--- src/rtl/riscv_pkg.sv ---
// Shared RISC-V core definitions: machine width, instruction width and fetch FSM encoding.
package riscv_pkg;

  localparam int XLEN   = 32;
  localparam int INST_W = 32;

  typedef enum logic [1:0] {
    FS_IDLE = 2'd0,
    FS_REQ  = 2'd1,
    FS_WAIT = 2'd2,
    FS_HOLD = 2'd3
  } fetch_state_e;

  function automatic logic [XLEN-1:0] align_word(input logic [XLEN-1:0] addr);
    return addr & {{(XLEN-2){1'b1}}, 2'b00};
  endfunction

endpackage

--- src/rtl/riscv_fetch_unit_chk.sv ---
// Protocol and invariant checks for the fetch unit; observation only, drives nothing.
module riscv_fetch_unit_chk
  import riscv_pkg::*;
(
  input logic            clk,
  input logic            rst_n,
  input fetch_state_e    state,
  input logic            imem_req,
  input logic [XLEN-1:0] imem_addr,
  input logic            imem_gnt,
  input logic            imem_rvalid,
  input logic            inst_valid,
  input logic            drop
);

  a_rvalid_in_wait: assert property (@(posedge clk) disable iff (!rst_n)
    imem_rvalid |-> state == FS_WAIT)
    else $error("fetch_chk: imem rvalid outside WAIT");

  a_req_held: assert property (@(posedge clk) disable iff (!rst_n)
    (imem_req && !imem_gnt) |=> (imem_req && $stable(imem_addr)))
    else $error("fetch_chk: request withdrawn or address moved before grant");

  a_no_valid_on_drop: assert property (@(posedge clk) disable iff (!rst_n)
    (state == FS_WAIT && drop && imem_rvalid) |=> !inst_valid)
    else $error("fetch_chk: dropped response presented");

endmodule

--- src/rtl/riscv_fetch_unit.sv ---
// Instruction fetch stage: owns the PC, runs one imem transaction at a time and
// presents each fetched word with its PC; redirects discard any stale in-flight fetch.
module riscv_fetch_unit
  import riscv_pkg::*;
#(
  parameter logic [XLEN-1:0] RESET_PC = 32'h0000_0000,
  parameter int              INST_W   = 32
) (
  input  logic              i_clk,
  input  logic              i_rst_n,
  output logic              o_imem_req,
  output logic [XLEN-1:0]   o_imem_addr,
  input  logic              i_imem_gnt,
  input  logic              i_imem_rvalid,
  input  logic [INST_W-1:0] i_imem_rdata,
  output logic              o_inst_valid,
  input  logic              i_inst_ready,
  output logic [INST_W-1:0] o_inst,
  output logic [XLEN-1:0]   o_inst_pc,
  input  logic              i_redirect,
  input  logic [XLEN-1:0]   i_redirect_target,
  output logic              o_misalign
);

  fetch_state_e      state_r;
  logic [XLEN-1:0]   pc_r;
  logic [XLEN-1:0]   addr_r;
  logic              drop_r;
  logic              req_r;
  logic [INST_W-1:0] inst_r;
  logic [XLEN-1:0]   inst_pc_r;
  logic              inst_valid_r;
  logic              misalign_r;

  logic [XLEN-1:0]   tgt_pc_s;
  logic [XLEN-1:0]   cur_pc_s;
  logic [XLEN-1:0]   pc_inc_s;

  // cur_pc_s is the PC that a request launched this cycle must use (a redirect wins)
  assign tgt_pc_s = align_word(i_redirect_target);
  assign cur_pc_s = i_redirect ? tgt_pc_s : pc_r;
  assign pc_inc_s = pc_r + 32'd4;

  // Fetch FSM with PC, drop flag and all output registers
  always_ff @(posedge i_clk or negedge i_rst_n) begin
    if (!i_rst_n) begin
      state_r      <= FS_IDLE;
      pc_r         <= RESET_PC;
      addr_r       <= RESET_PC;
      drop_r       <= 1'b0;
      req_r        <= 1'b0;
      inst_r       <= '0;
      inst_pc_r    <= '0;
      inst_valid_r <= 1'b0;
      misalign_r   <= 1'b0;
    end else begin
      misalign_r <= i_redirect & (i_redirect_target[1:0] != 2'b00);
      case (state_r)
        FS_IDLE: begin
          state_r <= FS_REQ;
          req_r   <= 1'b1;
          addr_r  <= cur_pc_s;
        end
        FS_REQ: begin
          // address stays put until the grant even if a redirect lands here
          if (i_imem_gnt) begin
            state_r <= FS_WAIT;
            req_r   <= 1'b0;
          end else begin
            state_r <= FS_REQ;
            req_r   <= 1'b1;
          end
          drop_r <= drop_r | i_redirect;
        end
        FS_WAIT: begin
          if (i_imem_rvalid) begin
            drop_r <= 1'b0;
            if (drop_r || i_redirect) begin
              state_r <= FS_REQ;
              req_r   <= 1'b1;
              addr_r  <= cur_pc_s;
            end else begin
              state_r      <= FS_HOLD;
              inst_r       <= i_imem_rdata;
              inst_pc_r    <= pc_r;
              inst_valid_r <= 1'b1;
            end
          end else begin
            state_r <= FS_WAIT;
            drop_r  <= drop_r | i_redirect;
          end
        end
        FS_HOLD: begin
          if (i_redirect) begin
            state_r      <= FS_REQ;
            req_r        <= 1'b1;
            inst_valid_r <= 1'b0;
            addr_r       <= tgt_pc_s;
          end else if (i_inst_ready) begin
            state_r      <= FS_REQ;
            req_r        <= 1'b1;
            inst_valid_r <= 1'b0;
            pc_r         <= pc_inc_s;
            addr_r       <= pc_inc_s;
          end else begin
            state_r <= FS_HOLD;
          end
        end
        default: begin
          state_r      <= FS_IDLE;
          req_r        <= 1'b0;
          drop_r       <= 1'b0;
          inst_valid_r <= 1'b0;
        end
      endcase
      if (i_redirect) begin
        pc_r <= tgt_pc_s;
      end
    end
  end

  assign o_imem_req   = req_r;
  assign o_imem_addr  = addr_r;
  assign o_inst_valid = inst_valid_r;
  assign o_inst       = inst_r;
  assign o_inst_pc    = inst_pc_r;
  assign o_misalign   = misalign_r;

  riscv_fetch_unit_chk u_chk (
    .clk         (i_clk),
    .rst_n       (i_rst_n),
    .state       (state_r),
    .imem_req    (req_r),
    .imem_addr   (addr_r),
    .imem_gnt    (i_imem_gnt),
    .imem_rvalid (i_imem_rvalid),
    .inst_valid  (inst_valid_r),
    .drop        (drop_r)
  );

endmodule

--- config.mk ---
export PLATFORM = sky130hd
export DESIGN_NAME = riscv_fetch_unit
export DESIGN_NICKNAME = d
export VERILOG_FILES = /design/src/rtl/riscv_pkg.sv /design/src/rtl/riscv_fetch_unit_chk.sv /design/src/rtl/riscv_fetch_unit.sv
export SDC_FILE = /design/constraint.sdc
export NUM_CORES = 1
export LEC_CHECK = 0
export ABC_AREA = 1
export ABC_CLOCK_PERIOD_IN_PS = 3200
export CAP_MARGIN = 20
export CORE_ASPECT_RATIO = 0.9
export CORE_MARGIN = 5
export CORE_UTILIZATION = 54
export CTS_BUF_LIST = sky130_fd_sc_hd__clkbuf_4 sky130_fd_sc_hd__clkbuf_8 sky130_fd_sc_hd__clkbuf_16
export DETAILED_ROUTE_END_ITERATION = 8
export GPL_TIMING_DRIVEN = 0
export PLACE_DENSITY = 0.86
export SLEW_MARGIN = 10
export SYNTH_ARGS = -nofsm -noshare
export SYNTH_HDL_FRONTEND = slang
export SYNTH_SLANG_ARGS = --single-unit
--- constraint.sdc ---
create_clock -name i_clk -period 3.2 [get_ports i_clk]
set_clock_uncertainty 0.1 [all_clocks]
set_input_delay 0.64 -clock i_clk [delete_from_list [all_inputs] [get_ports i_clk]]
set_output_delay 0.64 -clock i_clk [all_outputs]
set_load 0.01 [all_outputs]
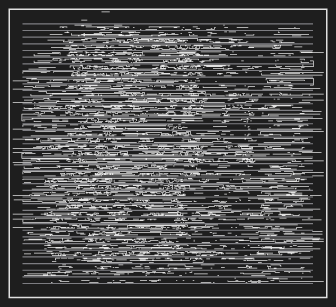
**Above:** met1 routing.
Supply wires on this layer in gray.
nets with wire on the layer: 1017
main direction: horizontal
Via Count: 6621
routed wire length: 21380 µm
GR met1 Demand/Resource: 41.61%

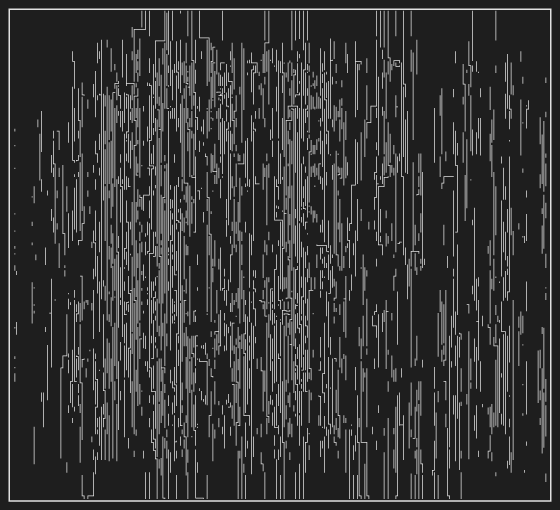
**Above:** metal 2.
longest straight run: 61.9 µm
share of all routed wire: 43%
wire length on this layer: 9230 µm
main direction: vertical
nets with wire on the layer: 898
met2 track demand over resource: 42.40%

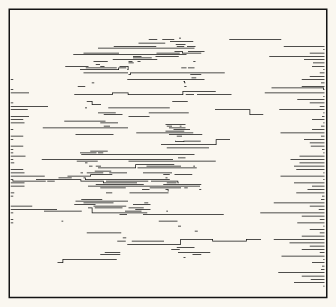
**Above:** metal 3.
wire length on this layer: 2350 µm
main direction: horizontal
share of all routed wire: 11%
longest straight run: 53.4 µm

==> metrics.csv <==
stage,metric,value,unit
yosys,avgSynthCellArea,8.266,µm²
final_layout,stdcell_area,9383,µm²
run,tool_warnings,30,
final_layout,multi_input_comb_cells,601,
worst_setup_path,critical_path.reg2reg.endpoint,o_imem_addr[10]$_DFFE_PN0P_,
final_layout,buffer_area_share,20.46,%
final_layout,lay_top_count,sky130_fd_sc_hd__nand2_1,
worst_setup_path,rr_startpoint,state_r[0]$_DFF_PN0_,
worst_setup_path,timing.critical_path.from_type,flip-flop,
final_layout,top_area_cell_class,registers,
power_and_ir_drop,vdd_drop_max,0.5958,mV
final_layout,n_antenna_cell,0,
timing,period_used_share,67.36,%
worst_setup_path,critPathLaunch,state_r[0]$_DFF_PN0_,
placed_design,postPlaceCellArea,8800,µm²
clocking,tritoncts,built,
detailed_routing,routed-wl-met2,9233,µm
final_layout,utilization,74.53,%
timing,finalSetupViolations,0,
detailed_routing,drt_first_pass_iters,5,
final_layout,buffers_excl_clock,210,
power_and_ir_drop,powerDensity,868.9,nW/µm²
worst_setup_path,timing.critical_path.required,3390,ps
detailed_routing,route.detailed.vias_per_inst,5.527,
yosys,synth.ff_latch_count,134,
timing,fin_setup_tns,0,ps
yosys,synth.cellmix.compoundShare,11.74,%
placed_design,numPlacedInstances,1166,
yosys,top_area_cell_type_share_of_the_netlist_area,48.64,%
timing,slew-limit-headroom,50.36,%
worst_setup_path,critical_path.endpoint,o_imem_addr[10]$_DFFE_PN0P_,
clocking,cts_root_buf,sky130_fd_sc_hd__clkbuf_16,
floorplanning,design.die.area,15130,µm²
final_layout,clockNetworkAreaShare,6.214,%
timing,finalHoldViolations,0,
power_and_ir_drop,static-leakage-power,4.311,nW
timing,max_clock_freq,0.4639,GHz
floorplanning,fp.dieH,117.2,µm
clocking,cts.path.max_buffers,2,
global_routing,top_usage_layer,met2,
detailed_routing,drt-initial-drc-count,606,
timing,fin_worst_hold_slack,164.5,ps
yosys,synth_simple_gate_area_share,25.28,%
yosys,mappedNetlistNets,910,
yosys,synth.mux.area_fraction,6.969,%
worst_setup_path,path_max_fanout,10,
placed_design,pre_cts_slack,749.1,ps
global_routing,grt_antenna_before_repair,0,
placed_design,gp_congestion,0.9908,
detailed_routing,wirelength_met1,9420,µm
global_routing,grt_overflow,0,
final_layout,fillers,955,
final_layout,flow.area_growth_from_synthesis,36.10,%
floorplanning,die_w,129.1,µm
final_layout,inverters_excl_clock,57,
power_and_ir_drop,finalPower,8.152,mW
yosys,post_synth_main_area_contributors,"sky130_fd_sc_hd__dfrtp_1, sky130_fd_sc_hd__nand2_1, sky130_fd_sc_hd__mux2_4",
worst_hold_path,hold_path.class,primary input to async pin,
final_layout,area.share.combinational,33.12,%
timing,final_max_slew_viol_count,0,
detailed_routing,detailroute.wirelength.met3,2353,µm
detailed_routing,ant_nets,0,
yosys,yosys_area,6894,µm²
floorplanning,fp_util,54.76,%
yosys,synth.yosys.seq_area_share,48.64,%
yosys,ys_cells,834,
worst_setup_path,critical_path_arrival,2340,ps
global_routing,groute.layer.met3.usage,8.984,%
worst_setup_path,critical_path.endpoint_type,flip-flop,
final_layout,n_clock_buffer,20,
final_layout,register_fraction_of_the_total_cell_area,35.74,%
yosys,ys_sh_adder,1.089,%
placed_design,placement.io_buffers,167,
placed_design,dp_hpwl,15890,µm
global_routing,largest_net_degree_at_the_start_of_global_routing,81,
clocking,clk_pin_slew,60,ps
floorplanning,row_count,39,
timing,timing.final.ws_setup,1044,ps
clocking,h_tree_lvl_count,4,
floorplanning,core_area,12590,µm²
floorplanning,num_io_pins,169,
worst_setup_path,cp_common_cell,sky130_fd_sc_hd__inv_1,
detailed_routing,drcViolationCount,0,
final_layout,finalNonFillerCells,1198,
worst_setup_path,worst_r2r_path_depth,10,
global_routing,grt_pass1_vias,6200,
worst_setup_path,delay_of_the_slowest_cell_on_the_worst_path,420,ps
yosys,yosys.area_share.xor_xnor,0,%
clocking,cts_buf_count,17,
yosys,synth_cells,834,
run,cap_violations,0,
worst_setup_path,cpMaxStageDelayCell,sky130_fd_sc_hd__dfrtp_1,
final_layout,num-nets-final,1097,
worst_setup_path,cp_cell_sequence,inv_1 > ha_1 > inv_1 > nor3_4 > nor2_1 > nand2_2 > buf_2 > a31oi_1 > o21ai_0 > nand2_1,
final_layout,layout.cells.most_common_list,"sky130_fd_sc_hd__nand2_1, sky130_fd_sc_hd__clkdlybuf4s50_1, sky130_fd_sc_hd__dfrtp_1",
status,outcome,finished clean,
yosys,synthesis.area,6894,µm²
worst_setup_path,criticalPathCategory,flip-flop to flip-flop,
timing,grt_setup_unrepaired,false,
global_routing,track_usage,28.79,%
clocking,post_cts_buffers,0,
final_layout,fraction_of_final_layout_cells_sized_beyond_drive_strength_1,11.22,%
yosys,synth.comb.largest_family,simple AND/OR/NAND/NOR gates,
timing,timing_worst_slew_pin_value,744.6,ps
clocking,holdBufCountCts,0,
detailed_routing,post_drt_wl_per_cell,17.85,µm
final_layout,ff_latch_area,3353,µm²
floorplanning,taps,164,
timing,layout_min_cycle_time,2156,ps
yosys,yosys_warnings,0,
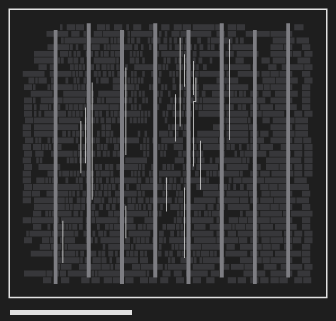
**Above:** the metal 4 layer.
The bar under the picture is 50 µm long. Supply wires on this layer in gray.
share of all routed wire: 1.8%
longest straight run: 47.6 µm
wire length on this layer: 378 µm
main direction: vertical

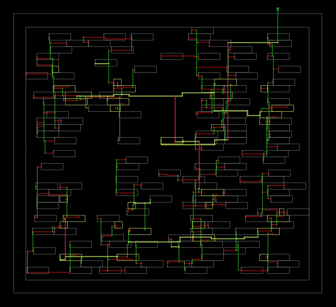
**Above:** the clock network.
latest clock arrival within the worst-skew pair: 420 ps
number of clock sinks seen by CTS: 134
layout sequential cell count: 134

## synth_stat cells
library cell / n
sky130_fd_sc_hd__nand2_1: 231
sky130_fd_sc_hd__dfrtp_1: 134
sky130_fd_sc_hd__nor2_1: 90
sky130_fd_sc_hd__o21ai_0: 61
sky130_fd_sc_hd__a21oi_1: 59
sky130_fd_sc_hd__inv_1: 56
sky130_fd_sc_hd__nand3_1: 48
sky130_fd_sc_hd__mux2_4: 32
sky130_fd_sc_hd__buf_2: 22
sky130_fd_sc_hd__o21ai_1: 21
sky130_fd_sc_hd__nand4_1: 19
sky130_fd_sc_hd__clkbuf_1: 14
sky130_fd_sc_hd__ha_1: 6
sky130_fd_sc_hd__nor2_4: 6
sky130_fd_sc_hd__a31oi_1: 5
sky130_fd_sc_hd__buf_6: 4
sky130_fd_sc_hd__nand2_2: 4
sky130_fd_sc_hd__nor2_2: 4
sky130_fd_sc_hd__a21oi_2: 3
sky130_fd_sc_hd__nand2_4: 3
sky130_fd_sc_hd__o211ai_1: 3
sky130_fd_sc_hd__a21o_1: 1
sky130_fd_sc_hd__a31o_2: 1
sky130_fd_sc_hd__and2_1: 1
sky130_fd_sc_hd__buf_1: 1
sky130_fd_sc_hd__buf_4: 1
sky130_fd_sc_hd__inv_2: 1
sky130_fd_sc_hd__nor3_1: 1
sky130_fd_sc_hd__nor3_4: 1
sky130_fd_sc_hd__o31ai_1: 1
## critical path: cells and delay by family (launching register included)
kind	cells	cell delay [ps]
buffers and inverters	3	480
AND/OR/NAND/NOR	4	520
flip-flops	1	420
adder cells (fa/ha/maj)	1	210
AND-OR/OR-AND	2	280
## power breakdown
group	leakage [nW]	internal (mW)	switching [mW]	total [mW]
clock network	0.282	1.13	0.752	1.88
registers	1.70	2.37	0.461	2.83
logic	2.33	1.68	1.76	3.44
total	4.31	5.18	2.97	8.15
Power is estimated from default activity; no workload was simulated.
